==> images/layer_met2.png <==
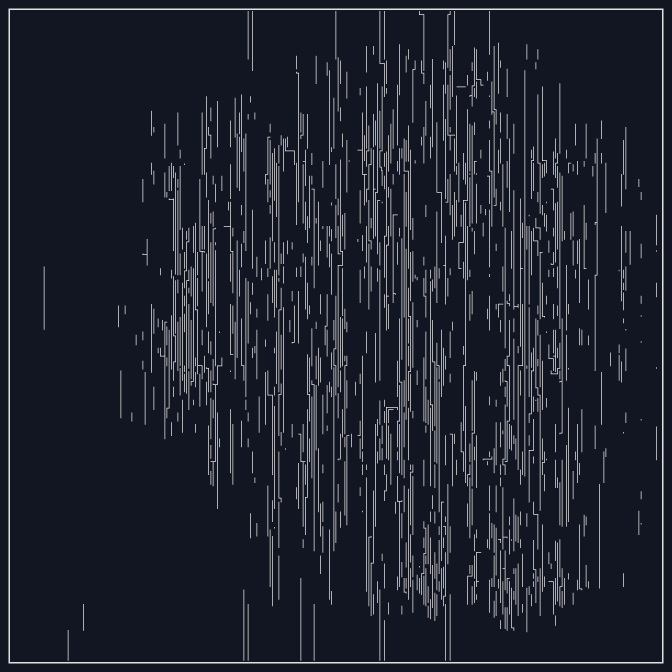
==> images/cell_density.png <==
The die is cut into 14 by 14 equal tiles; white is low, dark blue is high, 0 to 100% covered.
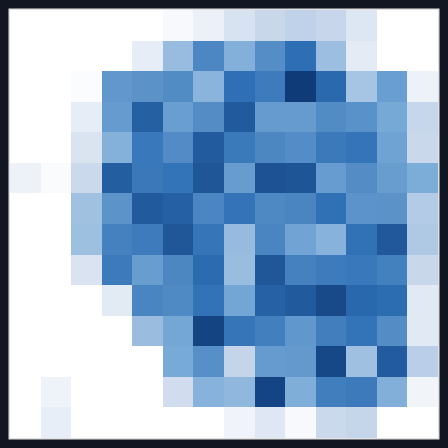
==> images/wires.png <==
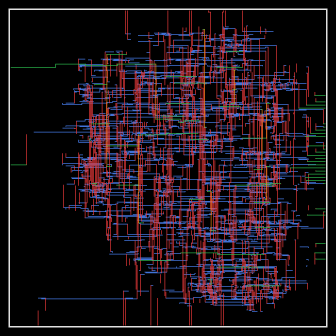
==> images/congestion.png <==
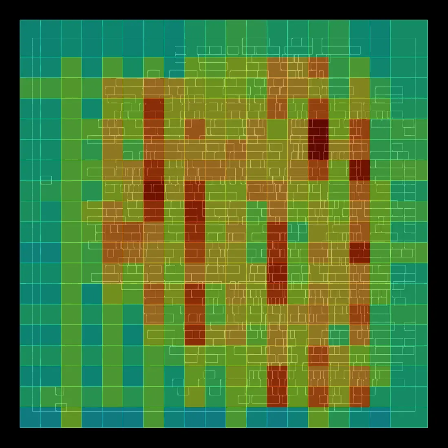
==> images/logic_types.png <==
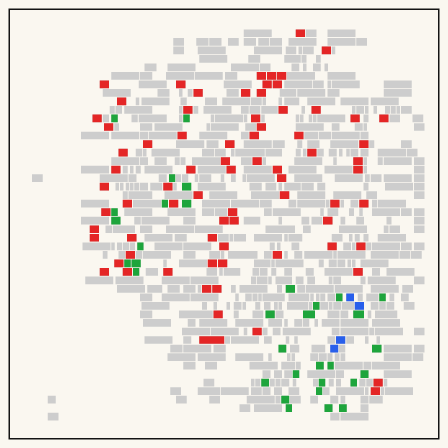
`config.mk`:
```
export PLATFORM = sky130hd
export DESIGN_NAME = packet_framer
export DESIGN_NICKNAME = d
export VERILOG_FILES = /design/src/rtl/packet_framer_pkg.sv /design/src/rtl/packet_framer.sv
export SDC_FILE = /design/constraint.sdc
export NUM_CORES = 1
export LEC_CHECK = 0
export CAP_MARGIN = 5
export CORE_MARGIN = 4
export CORE_UTILIZATION = 35
export CTS_CLUSTER_DIAMETER = 100
export CTS_CLUSTER_SIZE = 30
export DETAILED_ROUTE_END_ITERATION = 10
export HOLD_SLACK_MARGIN = 0.05
export SYNTH_ARGS = -nofsm -noshare
export SYNTH_HDL_FRONTEND = slang
export SYNTH_SLANG_ARGS = --single-unit
```
`constraint.sdc`:
```
create_clock -name clk -period 1.9 [get_ports clk]
set_input_delay 0.38 -clock clk [delete_from_list [all_inputs] [get_ports clk]]
set_output_delay 0.38 -clock clk [all_outputs]
set_load 0.005 [all_outputs]
```
`src/rtl/packet_framer_pkg.sv`:
```
// Shared word encodings, state type and header word builder for packet_framer.
package packet_framer_pkg;

  localparam logic [1:0]  PFX_HDR   = 2'b11;
  localparam logic [1:0]  PFX_PAY   = 2'b00;
  localparam logic [1:0]  PFX_FILL  = 2'b01;
  localparam logic [1:0]  PFX_TRL   = 2'b10;
  localparam logic [15:0] IDLE_WORD = 16'h0000;
  localparam logic [15:0] FILL_WORD = {PFX_FILL, 14'h0000};
  localparam int          HDR_WORDS = 6;

  typedef enum logic [2:0] {
    ST_IDLE    = 3'd0,
    ST_HEADER  = 3'd1,
    ST_PAYLOAD = 3'd2,
    ST_TRAILER = 3'd3,
    ST_GAP     = 3'd4
  } state_e;

  function automatic logic [15:0] hdr_word(input logic [2:0]  idx,
                                           input logic [9:0]  board,
                                           input logic [29:0] cnt,
                                           input logic [9:0]  plen);
    logic [9:0] fld;
    case (idx)
      3'd0:    fld = board;
      3'd1:    fld = cnt[29:20];
      3'd2:    fld = cnt[19:10];
      3'd3:    fld = cnt[9:0];
      3'd4:    fld = plen;
      3'd5:    fld = board ^ cnt[29:20] ^ cnt[19:10] ^ cnt[9:0] ^ plen;
      default: fld = 10'h000;
    endcase
    return {PFX_HDR, 1'b0, idx, fld};
  endfunction

endpackage

```
`src/rtl/packet_framer.sv`:
```
// Transmit framer: six tagged header words, a fixed-length payload taken from a
// valid/ready source, an XOR trailer, then a minimum idle gap.
module packet_framer
  import packet_framer_pkg::*;
#(
  parameter int PAYLOAD_WORDS = 16,
  parameter int MIN_GAP       = 1
) (
  input  logic        clk,
  input  logic        rst_n,
  input  logic [9:0]  board_id,
  input  logic        trigger,
  input  logic [13:0] in_data,
  input  logic        in_valid,
  output logic        in_ready,
  output logic [15:0] tx_data,
  output logic        tx_valid,
  output logic        busy,
  output logic        trig_drop
);

  localparam int         GW       = (MIN_GAP > 1) ? $clog2(MIN_GAP) : 1;
  localparam logic [9:0] PLEN     = 10'(PAYLOAD_WORDS);
  localparam logic [9:0] PAY_LAST = 10'(PAYLOAD_WORDS - 1);
  localparam logic [2:0] HDR_LAST = 3'(HDR_WORDS - 1);
  localparam logic [GW-1:0] GAP_LAST = GW'(MIN_GAP - 1);

  state_e        state_q, state_d;
  logic [2:0]    hdr_idx_q, hdr_idx_d;
  logic [9:0]    pay_cnt_q, pay_cnt_d;
  logic [GW-1:0] gap_q, gap_d;
  logic [13:0]   xor_q, xor_d;
  logic [29:0]   evt_cnt_q, evt_cnt_d;
  logic [29:0]   hdr_cnt_q, hdr_cnt_d;
  logic [9:0]    board_q, board_d;
  logic          pending_q, pending_d;
  logic [15:0]   tx_data_q, tx_data_d;
  logic          tx_valid_q, tx_valid_d;
  logic          in_ready_q, in_ready_d;
  logic          busy_q, busy_d;
  logic          trig_drop_q, trig_drop_d;
  logic          accept_s, gap_exit_s, start_s;

  assign accept_s   = in_valid & in_ready_q;
  assign gap_exit_s = (state_q == ST_GAP) && (gap_q == GAP_LAST);

  always_comb begin
    state_d     = state_q;
    hdr_idx_d   = hdr_idx_q;
    pay_cnt_d   = pay_cnt_q;
    gap_d       = gap_q;
    xor_d       = xor_q;
    evt_cnt_d   = evt_cnt_q;
    hdr_cnt_d   = hdr_cnt_q;
    board_d     = board_q;
    pending_d   = pending_q;
    tx_data_d   = IDLE_WORD;
    tx_valid_d  = 1'b0;
    in_ready_d  = 1'b0;
    trig_drop_d = 1'b0;
    start_s     = 1'b0;

    case (state_q)
      ST_IDLE: start_s = trigger;
      ST_HEADER: begin
        tx_data_d  = hdr_word(hdr_idx_q, board_q, hdr_cnt_q, PLEN);
        tx_valid_d = 1'b1;
        if (hdr_idx_q == HDR_LAST) begin
          state_d    = ST_PAYLOAD;
          pay_cnt_d  = 10'd0;
          in_ready_d = 1'b1;
        end else begin
          hdr_idx_d = hdr_idx_q + 3'd1;
        end
      end
      // in_ready drops on the same edge that takes the final payload word
      ST_PAYLOAD: begin
        if (accept_s) begin
          tx_data_d  = {PFX_PAY, in_data};
          tx_valid_d = 1'b1;
          xor_d      = xor_q ^ in_data;
          if (pay_cnt_q == PAY_LAST) begin
            state_d = ST_TRAILER;
          end else begin
            pay_cnt_d  = pay_cnt_q + 10'd1;
            in_ready_d = 1'b1;
          end
        end else begin
          tx_data_d  = FILL_WORD;
          in_ready_d = 1'b1;
        end
      end
      ST_TRAILER: begin
        tx_data_d  = {PFX_TRL, xor_q};
        tx_valid_d = 1'b1;
        evt_cnt_d  = evt_cnt_q + 30'd1;
        gap_d      = {GW{1'b0}};
        state_d    = ST_GAP;
      end
      ST_GAP: begin
        if (gap_exit_s) begin
          if (pending_q || trigger) begin
            start_s = 1'b1;
          end else begin
            state_d = ST_IDLE;
          end
        end else begin
          gap_d = gap_q + GW'(1);
        end
      end
      default: state_d = ST_IDLE;
    endcase

    // A trigger on the gap-exit edge starts the next packet like an idle trigger
    if (start_s) begin
      state_d   = ST_HEADER;
      hdr_idx_d = 3'd0;
      xor_d     = 14'h0000;
      board_d   = board_id;
      hdr_cnt_d = evt_cnt_q;
      pending_d = pending_q & trigger;
    end else if (trigger && (state_q != ST_IDLE)) begin
      if (pending_q) begin
        trig_drop_d = 1'b1;
      end else begin
        pending_d = 1'b1;
      end
    end else begin
      pending_d = pending_q;
    end

    busy_d = (state_d != ST_IDLE) | pending_d;
  end

  // State, counters and registered outputs
  always_ff @(posedge clk or negedge rst_n) begin
    if (!rst_n) begin
      state_q     <= ST_IDLE;
      hdr_idx_q   <= 3'd0;
      pay_cnt_q   <= 10'd0;
      gap_q       <= {GW{1'b0}};
      xor_q       <= 14'h0000;
      evt_cnt_q   <= 30'd0;
      hdr_cnt_q   <= 30'd0;
      board_q     <= 10'h000;
      pending_q   <= 1'b0;
      tx_data_q   <= IDLE_WORD;
      tx_valid_q  <= 1'b0;
      in_ready_q  <= 1'b0;
      busy_q      <= 1'b0;
      trig_drop_q <= 1'b0;
    end else begin
      state_q     <= state_d;
      hdr_idx_q   <= hdr_idx_d;
      pay_cnt_q   <= pay_cnt_d;
      gap_q       <= gap_d;
      xor_q       <= xor_d;
      evt_cnt_q   <= evt_cnt_d;
      hdr_cnt_q   <= hdr_cnt_d;
      board_q     <= board_d;
      pending_q   <= pending_d;
      tx_data_q   <= tx_data_d;
      tx_valid_q  <= tx_valid_d;
      in_ready_q  <= in_ready_d;
      busy_q      <= busy_d;
      trig_drop_q <= trig_drop_d;
    end
  end

  assign tx_data   = tx_data_q;
  assign tx_valid  = tx_valid_q;
  assign in_ready  = in_ready_q;
  assign busy      = busy_q;
  assign trig_drop = trig_drop_q;

endmodule

```
==> summary.txt <==
flow finished, numbers: status=complete, but fails checks, violated checks=setup timing, Final Hold Viols=0, setup slack after layout=-0.002983 ns, max_slew headroom=71.20%, ys flop type=dfrtp_1, Mux area share=7.714%, max_cap viols=0, I/O Buffers=47, Die ar.=18,670 um^2, setup violators final=1, Int Pwr=0.006589 W, CP Buf/Inv Count=0, Compound Share, Synth=7.930%, Worst setup startpoint=state_q[2], cells along the critical path=a211o_1 -> or2_4 -> maj3_2 -> or4b_1, TritonCTS buffer count=17, area delta synth->final=32.22%, Worst path depth=4, HPWL after DPL=9722 um, vias in the first global route=4,457, Routed WL=13,900 um, GRT overflow=0, worst hold path type=input port to async pin, #FFs+latches synth=122, xor/xnor share=11.58%, worst path required time=2.19 ns, Core Util at FP=36.06%, Post-Layout Cell Count=850, unrepaired setup endpoints after global routing=yes, Final GP Congestion=0.8035, reg2reg setup slack=-0.003 ns, yosys stat chip area=5791 um^2, Power Dens Cells=1254 nW/um^2, Post-Synthesis Cells=520, Core Footprint=16,060 um^2, Synth async-reset ratio=100.0%, origin of the critical flop-to-flop path=state_q[2], FMAX=525.5 MHz
-- layer_met2.png (at the start) --
- nets with wire on the layer: 553
- share of all routed wire: 48%
- longest straight run: 85.0 um

-- cell_density.png (at the start) --
- fullest tile: 96%
- emptiest ninth of the die: bottom left
- mean over tiles: 40%
- densest ninth of the die: middle

-- wires.png (at the start) --
- orange: metal 4 (wire length 239 um)
- green: metal 3 (wire length 568 um)
- red: metal 2 (wire length 6,730 um)
- blue: metal 1 (wire length 6,370 um)

-- congestion.png (at the start) --
GR peak layer: met2
GRT Total Usage: 15.76%
met2 usage: 25.05%

-- logic_types.png (at the start) --
- blue: AND-OR and OR-AND gates (cells 4; where bottom right)
- red: XOR/XNOR gates (cells 75)
- green: AND and OR gates (cells 33)

## routing by layer
metal	routed length, um	GRT usage, %
met1	6370	20.92
met2	6727	25.05
met3	567	3.897
met4	238	5.711
met5	0	0
## power groups by stage
stage | Clock, W | Sequential (W) | Combinational, W
after floorplan | 0 | 0.00328 | 0.00167
after global placement | 0 | 0.00333 | 0.00289
after detailed placement | 0 | 0.00335 | 0.00293
after CTS | 0.00300 | 0.00331 | 0.00305
after global routing | 0.00314 | 0.00338 | 0.00363
final | 0.00296 | 0.00333 | 0.00332
## per-stage QoR
| stage | hold WS [ns] | setup WS (ns) | setup TNS [ns] | cell area, um^2 | util (%) |
|---|---|---|---|---|---|
| 2_1_floorplan | 0.08441 | -0.06778 | -0.06778 | 5796 | - |
| 3_3_place_gp | 0.2827 | -0.1906 | -5.028 | 6845 | 42.63 |
| 3_5_place_dp | 0.2920 | -0.2080 | -5.770 | 6845 | 42.63 |
| 4_1_cts | 0.3962 | 0.01031 | 0 | 7460 | 46.45 |
| 5_1_grt | 0.4347 | -0.06398 | -0.3160 | 7656 | 47.68 |
| 6_report | 0.3932 | -0.002983 | -0.002983 | 7656 | 47.68 |
## worst min-delay path by stage
stage | slack [ns] | to | cells past startpoint
final | 0.39 | board_q[5] | 2
after global routing | 0.43 | hdr_cnt_q[15] | 2
after CTS | 0.40 | evt_cnt_q[27] | 2
after detailed placement | 0.29 | board_q[5] | 1
after global placement | 0.28 | board_q[5] | 1
after floorplan | 0.08 | board_q[0] | 0
## cell usage in the layout, fill, tap and decap left out, types with 10 or more instances in the layout
cell	count
o21ai_0	11
buf_4	51
clkdlybuf4s50_1	46
nand3_1	29
nand2_1	47
nand4_1	14
mux2_2	37
xor2_1	25
and3_1	10
xnor2_1	49
dfrtp_1	121
o211ai_1	10
clkbuf_16	17
nor2_1	32
a222oi_1	10
## repair_timing
action	in CTS	in global routing
resized	9	30
buffers inserted	3	6
endpoints found under the hold margin	16	0
endpoints found under the setup margin	24	57
pin swaps	1	8
hold buffers	1	0
## layout make-up
cell class / instances / area, um^2
clock buffers: 24 / 471.7
well taps: 216 / 270.3
fillers: 1403 / 8402
clock inverters: 8 / 70.07
repair buffers: 108 / 994.7
flip-flops and latches: 122 / 3054
inverters: 9 / 33.78
multi-input cells: 363 / 2761
## logic make-up (layout without fill, tap and decap cells)
family	count (synthesis)	after routing
compound gates	62	62
xor+xnor	75	75
mux	40	40
fa+ha+maj	8	8
simple gates	178	178
buf+inv	35	149
flops	122	122
## registers in the layout, summed over array words and instances, names as in the netlist
signal     count
state_q        3
board_q       10
hdr_idx_q      3
in_ready       1
tx_data       16
evt_cnt_q     30
hdr_cnt_q     30
busy           1
pay_cnt_q     10
xor_q         14
tx_valid       1
pending_q      1
gap_q          1
trig_drop      1
Power figures rest on the tool's default switching activity, not on a simulated workload.
